--- src/rtl/bnn_pe_array_param.sv ---
// Binary XNOR-popcount PE array: loads O_CH x ROW_LENGTH weights and ROW_LENGTH activations, streams per-channel psums.
// Optional BNN_SIGN_OUT_EN builds the sign comparator on out_sign; otherwise out_sign is tied low.
//
// state    | meaning
// S_LOAD_W | accepting weight words, row-major by channel
// S_LOAD_A | accepting activation words
// S_OUT    | presenting channel results, advancing on out handshake
module bnn_pe_array_param #(
  parameter int DATA_W     = 27,
  parameter int ROW_LENGTH = 7,
  parameter int O_CH       = 9,
  parameter int PSUM_W     = $clog2(DATA_W*ROW_LENGTH+1),
  localparam int CH_W      = (O_CH > 1) ? $clog2(O_CH) : 1,
  localparam int COL_W     = (ROW_LENGTH > 1) ? $clog2(ROW_LENGTH) : 1
) (
  input  logic              clk_in,
  input  logic              rst_in,
  input  logic [DATA_W-1:0] in_data,
  input  logic              in_valid,
  output logic              in_ready,
  input  logic              keep_weights,
  output logic [PSUM_W-1:0] out_psum,
  output logic [CH_W-1:0]   out_ch,
  output logic              out_sign,
  output logic              out_valid,
  output logic              out_last,
  input  logic              out_ready
);

  typedef enum logic [1:0] {S_LOAD_W, S_LOAD_A, S_OUT} state_t;

  localparam logic [CH_W-1:0]  CH_LAST  = CH_W'(O_CH-1);
  localparam logic [COL_W-1:0] COL_LAST = COL_W'(ROW_LENGTH-1);

  state_t            state;
  logic [CH_W-1:0]   wrow;
  logic [COL_W-1:0]  wcol;
  logic [COL_W-1:0]  acnt;
  logic [CH_W-1:0]   ch;
  logic [DATA_W-1:0] weight [O_CH][ROW_LENGTH];
  logic [DATA_W-1:0] act    [ROW_LENGTH];
  logic [PSUM_W-1:0] psum_c;
  logic [CH_W-1:0]   ch_next;
  logic              in_fire;
  logic              out_fire;

  assign in_fire  = in_valid && in_ready;
  assign out_fire = out_valid && out_ready;
  assign ch_next  = ch + 1'b1;

  always_ff @(posedge clk_in) begin
    if (rst_in) begin
      state     <= S_LOAD_W;
      wrow      <= '0;
      wcol      <= '0;
      acnt      <= '0;
      ch        <= '0;
      in_ready  <= 1'b1;
      out_valid <= 1'b0;
      out_last  <= 1'b0;
      for (int c = 0; c < O_CH; c++)
        for (int k = 0; k < ROW_LENGTH; k++)
          weight[c][k] <= '0;
      for (int k = 0; k < ROW_LENGTH; k++)
        act[k] <= '0;
    end else begin
      case (state)
        S_LOAD_W: begin
          if (in_fire) begin
            weight[wrow][wcol] <= in_data;
            if (wcol == COL_LAST) begin
              wcol <= '0;
              if (wrow == CH_LAST) begin
                wrow  <= '0;
                state <= S_LOAD_A;
              end else begin
                wrow <= wrow + 1'b1;
              end
            end else begin
              wcol <= wcol + 1'b1;
            end
          end
        end
        S_LOAD_A: begin
          if (in_fire) begin
            act[acnt] <= in_data;
            if (acnt == COL_LAST) begin
              acnt      <= '0;
              ch        <= '0;
              in_ready  <= 1'b0;
              out_valid <= 1'b1;
              out_last  <= (O_CH == 1);
              state     <= S_OUT;
            end else begin
              acnt <= acnt + 1'b1;
            end
          end
        end
        S_OUT: begin
          if (out_fire) begin
            if (ch == CH_LAST) begin
              ch        <= '0;
              in_ready  <= 1'b1;
              out_valid <= 1'b0;
              out_last  <= 1'b0;
              state     <= keep_weights ? S_LOAD_A : S_LOAD_W;
            end else begin
              ch       <= ch_next;
              out_last <= (ch_next == CH_LAST);
            end
          end
        end
        default: begin
          state     <= S_LOAD_W;
          in_ready  <= 1'b1;
          out_valid <= 1'b0;
          out_last  <= 1'b0;
        end
      endcase
    end
  end

  always_comb begin
    psum_c = '0;
    for (int k = 0; k < ROW_LENGTH; k++)
      psum_c = psum_c + PSUM_W'($countones(~(weight[ch][k] ^ act[k])));
  end

  // Gated so idle/reset outputs read 0 rather than the psum of the cleared registers.
  assign out_psum = out_valid ? psum_c : '0;
  assign out_ch   = ch;

`ifdef BNN_SIGN_OUT_EN
  localparam logic [PSUM_W:0] SUM_MAX = (PSUM_W+1)'(DATA_W*ROW_LENGTH);
  assign out_sign = ({out_psum, 1'b0} >= SUM_MAX);
`else
  assign out_sign = 1'b0;
`endif

endmodule

--- config.mk ---
export PLATFORM = sky130hd
export DESIGN_NAME = bnn_pe_array_param
export DESIGN_NICKNAME = d
export VERILOG_FILES = /design/src/rtl/bnn_pe_array_param.sv
export SDC_FILE = /design/constraint.sdc
export NUM_CORES = 2
export LEC_CHECK = 0
export ABC_AREA = 0
export CAP_MARGIN = 30
export CORE_MARGIN = 1
export CORE_UTILIZATION = 52
export CTS_CLUSTER_DIAMETER = 150
export DETAILED_ROUTE_END_ITERATION = 7
export GPL_TIMING_DRIVEN = 0
export PLACE_DENSITY_LB_ADDON = 0.3
export SLEW_MARGIN = 10
export SYNTH_ARGS = -nofsm -noshare
export SYNTH_HDL_FRONTEND = slang
export SYNTH_SLANG_ARGS = --single-unit
--- constraint.sdc ---
create_clock -name clk_in -period 13.4 [get_ports clk_in]
set_input_delay 2.68 -clock clk_in [delete_from_list [all_inputs] [get_ports clk_in]]
set_output_delay 2.68 -clock clk_in [all_outputs]
set_load 0.01 [all_outputs]
==> images/wire_density.png <==
The die is cut into 26 by 26 equal tiles; dark blue is low, red is high, scaled to the fullest tile. Values are wire area over tile area, all layers added.
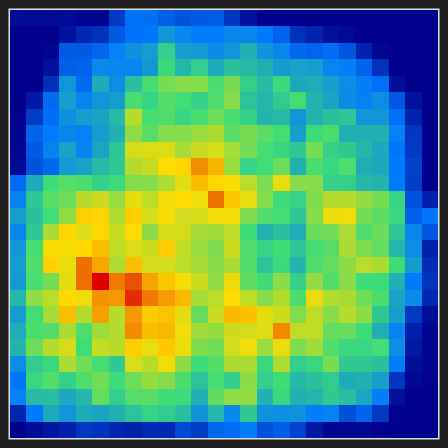
fullest tile: 0.92
mean over tiles: 0.39
nearly empty tiles: 10%
tiles over half the peak: 43%
densest ninth of the die: center
emptiest ninth of the die: upper right

==> images/final_congestion.png <==
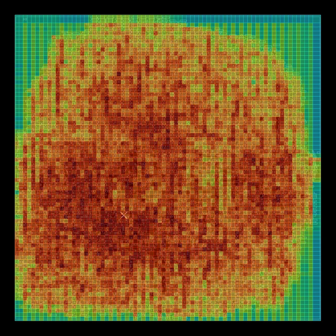
routed len/inst: 44.50 um
global routing met3 resource utilization: 16.46%
Total Routing Usage GR: 41.93%
post-layout utilization of the core: 62.69%
GR Layer Usage met1: 52.09%

==> images/met3.png <==
Drawn at 1 px/um.
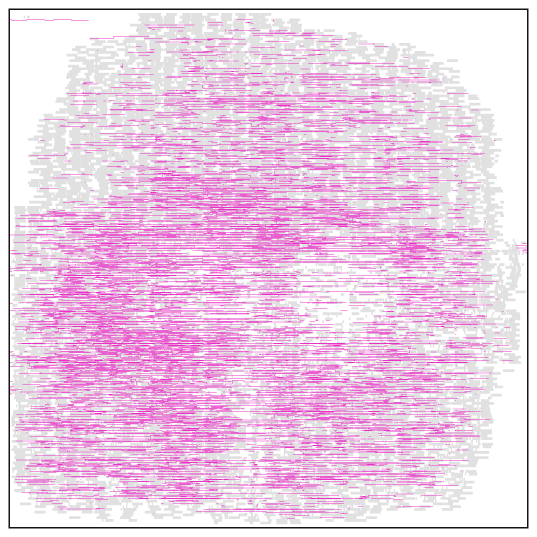
main direction: horizontal
nets with wire on the layer: 1985

==> qor_table.md <==
| Parameter | Reported | Unit |
|:---|:---|:---|
| Number of standard cells in the final layout excluding fillers | 12523 | - |
| Fraction of area in clock buffers and inverters | 6.636 | % |
| Smallest setup slack after layout | -0.3254 | ns |
| Family with the most delay on the worst path | adder cells | - |
| Share of total power in combinational logic | 48.7 | % |
| Die span in y | 517.1 | um |
| Worst setup slack before clock tree synthesis | -1.697 | ns |
| Violated checks | DRC, setup timing | - |
| Run status | finished with violations | - |
| Number of cells after detailed placement | 11753 | - |
| DRC errors left | 12 | - |
| Number of H-tree levels | 5 | - |
| Most Used Layer, Global Route | met2 | - |
| Sw Pwr | 15.64 | mW |
| Clock period minus worst slack | 13.73 | ns |
| Met1 wire length | 178400 | um |
| First-pass GRT wire length | 729900 | um |
| Proportion of netlist area held by the largest area contributor | 69.35 | % |
| Final Setup Violations | 6 | - |
| Global routing usage on met2 | 58.36 | % |
| Max-capacitance violation count | 0 | - |
Power figures rest on the tool's default switching activity, not on a simulated workload.
